File: config.mk
export PLATFORM = sky130hd
export DESIGN_NAME = q_target_sequencer
export DESIGN_NICKNAME = d
export VERILOG_FILES = /design/src/rtl/q_target_sequencer.sv
export SDC_FILE = /design/constraint.sdc
export NUM_CORES = 1
export LEC_CHECK = 0
export CORE_UTILIZATION = 60
export CTS_CLUSTER_SIZE = 12
export DETAILED_ROUTE_END_ITERATION = 8
export PLACE_DENSITY = 0.89
export SYNTH_ARGS = -nofsm -noshare
export SYNTH_HDL_FRONTEND = slang
export SYNTH_SLANG_ARGS = --single-unit
File: constraint.sdc
create_clock -name clk -period 7.9 [get_ports clk]
set_clock_uncertainty 0.2 [all_clocks]
set_input_delay 1.58 -clock clk [delete_from_list [all_inputs] [get_ports clk]]
set_output_delay 1.58 -clock clk [all_outputs]
set_load 0.05 [all_outputs]
File: src/rtl/q_target_sequencer.sv
// Steps the Q control loop through a programmable table of targets: reset the loop,
// apply the target, wait for convergence or timeout, then emit one result record per point.
module q_target_sequencer #(
  parameter int BUS_WIDTH  = 10,
  parameter int DEPTH      = 4,
  parameter int CNT_WIDTH  = 16,
  parameter int RST_CYCLES = 5,
  localparam int AW = (DEPTH > 1) ? $clog2(DEPTH) : 1,
  localparam int LW = $clog2(DEPTH + 1)
) (
  input  logic                 clk,
  input  logic                 rst,
  input  logic                 cfg_we,
  input  logic [AW-1:0]        cfg_addr,
  input  logic [BUS_WIDTH-1:0] cfg_data,
  input  logic [LW-1:0]        run_len,
  input  logic [CNT_WIDTH-1:0] timeout_limit,
  input  logic                 start_sweep,
  input  logic                 abort,
  input  logic                 converged,
  output logic [BUS_WIDTH-1:0] q_desired,
  output logic                 loop_rst,
  output logic                 loop_enable,
  output logic                 busy,
  output logic                 res_valid,
  output logic [AW-1:0]        res_idx,
  output logic                 res_timed_out,
  output logic [CNT_WIDTH-1:0] res_cycles,
  output logic [LW-1:0]        fail_count,
  output logic                 done,
  output logic                 aborted
);

  localparam int RW = (RST_CYCLES > 1) ? $clog2(RST_CYCLES) : 1;

  typedef enum logic [2:0] {
    IDLE, LOOP_RST, APPLY, WAIT_CONV, RECORD, DONE, ABORT_RST
  } state_e;

  state_e                 state_q, state_d;
  logic [BUS_WIDTH-1:0]   tbl_q [DEPTH];
  logic [LW-1:0]          len_q;
  logic [CNT_WIDTH-1:0]   tlim_q;
  logic [AW-1:0]          idx_q;
  logic [CNT_WIDTH-1:0]   wait_cnt_q;
  logic [RW-1:0]          rst_cnt_q;
  logic                   abort_pend_q;

  logic [LW-1:0]          len_clamp;
  logic [CNT_WIDTH-1:0]   cyc_now;
  logic                   conv_hit, to_hit, rst_last, last_pt;

  assign busy        = (state_q != IDLE);
  assign loop_rst    = state_q inside {LOOP_RST, ABORT_RST};
  assign loop_enable = (state_q == WAIT_CONV);
  assign res_valid   = (state_q == RECORD);

  assign len_clamp = (run_len > LW'(DEPTH)) ? LW'(DEPTH) : run_len;
  assign cyc_now   = (wait_cnt_q == '1) ? wait_cnt_q : wait_cnt_q + 1'b1;
  // A zero count marks the first WAIT_CONV cycle, where a stale converged is blanked.
  assign conv_hit  = converged && (wait_cnt_q != '0);
  assign to_hit    = (tlim_q != '0) && (cyc_now == tlim_q);
  assign rst_last  = (rst_cnt_q == RW'(RST_CYCLES - 1));
  assign last_pt   = (LW'(idx_q) + 1'b1) >= len_q;

  // NOTE: state_d gets its default before the case, so no path leaves it unassigned (no latch).
  always_comb begin
    state_d = state_q;
    unique case (state_q)
      IDLE:      if (start_sweep && len_clamp != '0) state_d = LOOP_RST;
      LOOP_RST:  if (rst_last) state_d = (abort || abort_pend_q) ? ABORT_RST : APPLY;
      APPLY:     state_d = abort ? ABORT_RST : WAIT_CONV;
      WAIT_CONV: begin
        if (abort)                    state_d = ABORT_RST;
        else if (conv_hit || to_hit)  state_d = RECORD;
      end
      RECORD:    state_d = abort ? ABORT_RST : (last_pt ? DONE : LOOP_RST);
      DONE:      state_d = abort ? ABORT_RST : IDLE;
      ABORT_RST: if (rst_last) state_d = DONE;
      default:   state_d = IDLE;
    endcase
  end

  // NOTE: the table is reset so a sweep started right after reset sees all-zero targets.
  always_ff @(posedge clk or negedge rst) begin
    if (!rst) begin
      for (int i = 0; i < DEPTH; i++) tbl_q[i] <= '0;
    end else if (cfg_we && !busy && (int'(cfg_addr) < DEPTH)) begin
      tbl_q[cfg_addr] <= cfg_data;
    end
  end

  // NOTE: non-blocking assignments so every register updates from pre-edge values.
  always_ff @(posedge clk or negedge rst) begin
    if (!rst) begin
      state_q       <= IDLE;
      len_q         <= '0;
      tlim_q        <= '0;
      idx_q         <= '0;
      wait_cnt_q    <= '0;
      rst_cnt_q     <= '0;
      abort_pend_q  <= 1'b0;
      q_desired     <= '0;
      res_idx       <= '0;
      res_timed_out <= 1'b0;
      res_cycles    <= '0;
      fail_count    <= '0;
      done          <= 1'b0;
      aborted       <= 1'b0;
    end else begin
      state_q <= state_d;
      done    <= (state_d == DONE) ||
                 (state_q == IDLE && start_sweep && len_clamp == '0);
      aborted <= (state_d == DONE) && (state_q == ABORT_RST);

      if (loop_rst && state_d == state_q) rst_cnt_q <= rst_cnt_q + 1'b1;
      else                                rst_cnt_q <= '0;

      unique case (state_q)
        IDLE: if (start_sweep) begin
          len_q        <= len_clamp;
          tlim_q       <= timeout_limit;
          fail_count   <= '0;
          idx_q        <= '0;
          abort_pend_q <= 1'b0;
        end
        LOOP_RST: if (abort) abort_pend_q <= 1'b1;
        APPLY: begin
          q_desired  <= tbl_q[idx_q];
          wait_cnt_q <= '0;
        end
        WAIT_CONV: begin
          wait_cnt_q <= cyc_now;
          if (state_d == RECORD) begin
            res_idx       <= idx_q;
            res_cycles    <= cyc_now;
            res_timed_out <= !conv_hit;
            if (!conv_hit) fail_count <= fail_count + 1'b1;
          end
        end
        RECORD: if (state_d == LOOP_RST) idx_q <= idx_q + 1'b1;
        default: ;
      endcase
    end
  end

endmodule

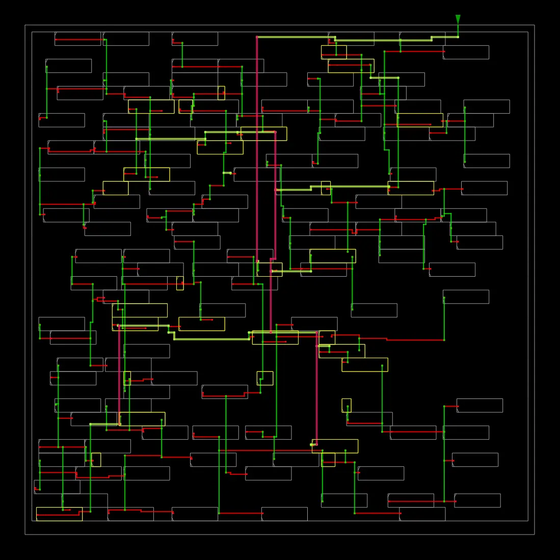
(the clock network)
clock buffers: 22
Flops: 118

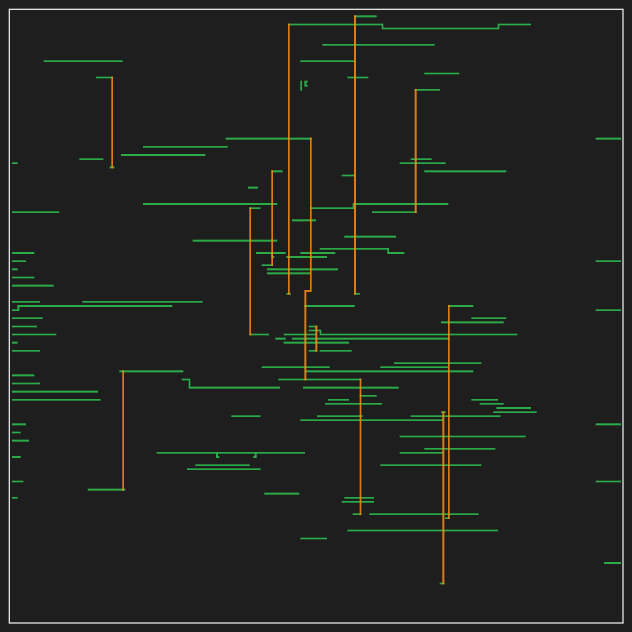
(routed metal, one colour a layer)
Scale: 6 px per um. Two of the layers only.
Key: orange = M4 [wire length 314 um]; green = M3 [wire length 969 um]

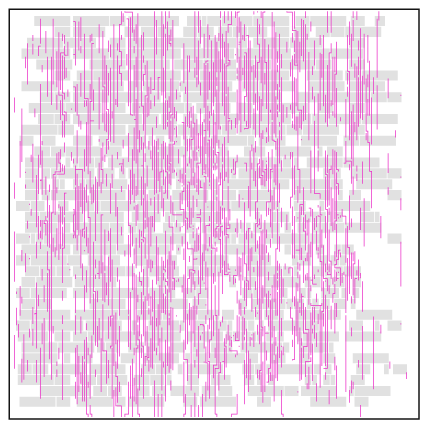
(signal wires on met2)
Scale: 4 px per um. Cells faint in the background.
580 nets have wire on it. The wires run mostly vertical. The layer holds 48% of the routed length.

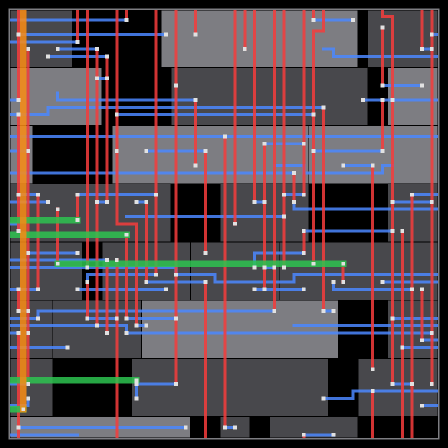
(a small window of the routed layout)
Region (67, 67) to (87, 87) um. Cells in grey, sequential cells in the stronger grey; small squares are vias.
Key: blue = M1; orange = M4; red = M2; green = M3
Netlist names of flops here include tbl_q (3), q_desired (1). Sequential cells in the window: 4. Most frequent: mux2_2 (9), dfrtp_1 (4). 19 logic cells have their middle in the window.

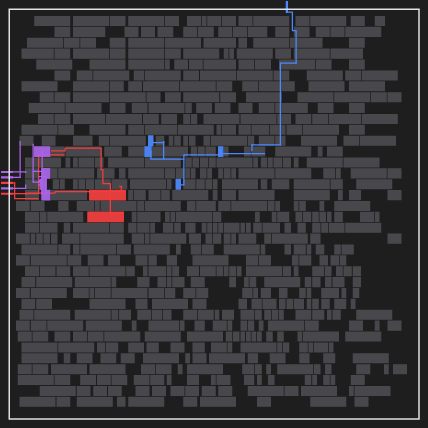
(nets reached from selected ports)
Scale: 4 px per um.
Key: purple = run_len [bits 3, direction input, end cells 4, wire 52.8 um]; blue = start_sweep [bits 1, direction input, end cells 4, wire 96.5 um]; red = res_idx [bits 2, direction output, end cells 2, wire 95.7 um]

==> results.toml <==
# synthesis and place-and-route metrics
[setup_path]
critPathKind = "flop to output port"
crit_chain = "nor2b_1 -> nand2_1 -> inv_1 -> clkdlybuf4s50_1"
crit_buf_inv = 2
worstPathMaxFanout = 14

[place]
dp_cells = 710

[route]
dr.first_iter.drc_count = 524
route.vias.total = 4571

[logic_synthesis]
fp_nets = 577
ys_chip_area_um2 = 6000
synth.top_cell.area_share = 0.492
synth.logic.top_family = "multiplexers"
syn_inst = 531

[layout]
final_area_um2 = 7320
drive_above_1_share = 0.204
utilization = 0.752
final_cell_mix = "dfrtp_1, mux2_2, clkdlybuf4s50_1, nand2_1"
final_cells = 740
layout-area-overhead-vs-synth_pct = 21.9

[power_and_ir_drop]
seq_power_share = 0.369

[timing]
fin_crit_ns = 4.83
finalSetupTns_ns = 0
slew-limit-headroom = 0.264

[clock_tree]
ctsResizeCount = 0
worstSkewPairLatency_ns = 0.52
cts_tree = "done"
clk_root_buffer_cell = "clkbuf_8"
cts_buffer_depth = 2

[die]
core_um2 = 9730
die_area_um2 = 10400

[global_routing]
met1_usage = 0.441
busiest_layer = "met2"
grt.met3_usage = 0.0691

[run_status]
outcome = "completed"
## flip-flops by register name, summed over array words and instances, names as in the netlist
| name | cells |
|---|---|
| tbl_q | 40 |
| res_cycles | 16 |
| tlim_q | 16 |
| wait_cnt_q | 16 |
| q_desired | 10 |
| fail_count | 3 |
| len_q | 3 |
| rst_cnt_q | 3 |
| state_q | 3 |
| idx_q | 2 |
| res_idx | 2 |
| abort_pend_q | 1 |
| aborted | 1 |
| done | 1 |
| res_timed_out | 1 |
## cell type report
class | count | area, um2
Clock inverter | 8 | 77.6
Multi-Input combinational cell | 355 | 2810
Timing Repair Buffer | 76 | 753
Fill cell | 651 | 2410
Clock buffer | 22 | 453
Tap cell | 133 | 166
Sequential cell | 118 | 2950
Inverter | 28 | 105
## power by group through the flow
| stage | Clock (mW) | Combinational (mW) | Sequential [mW] |
|---|---|---|---|
| final | 0.699 | 1.14 | 1.08 |
| after detailed placement | 0 | 1.13 | 1.07 |
| after global routing | 0.735 | 1.22 | 1.10 |
| after global placement | 0 | 1.08 | 1.05 |
| after CTS | 0.707 | 1.14 | 1.07 |
| after floorplan | 0 | 0.642 | 1.19 |
## worst paths after layout
path	from	to	slack [ns]	cells after the start
min in group asynchronous	rst	q_desired[0]$_DFFE_PN0N_	0.88	1
max in group asynchronous	rst	tlim_q[1]$_DFFE_PN0P_	5.32	2
worst max-delay path	state_q[1]$_DFF_PN0_	loop_enable	3.07	4
worst min-delay path	len_q[0]$_DFFE_PN0P_	len_q[0]$_DFFE_PN0P_	0.29	2
worst min register to register	len_q[0]$_DFFE_PN0P_	len_q[0]$_DFFE_PN0P_	0.29	2
worst max register to register	wait_cnt_q[0]$_DFFE_PN0P_	res_cycles[6]$_DFFE_PN0P_	3.49	10
Power figures rest on the tool's default switching activity, not on a simulated workload.
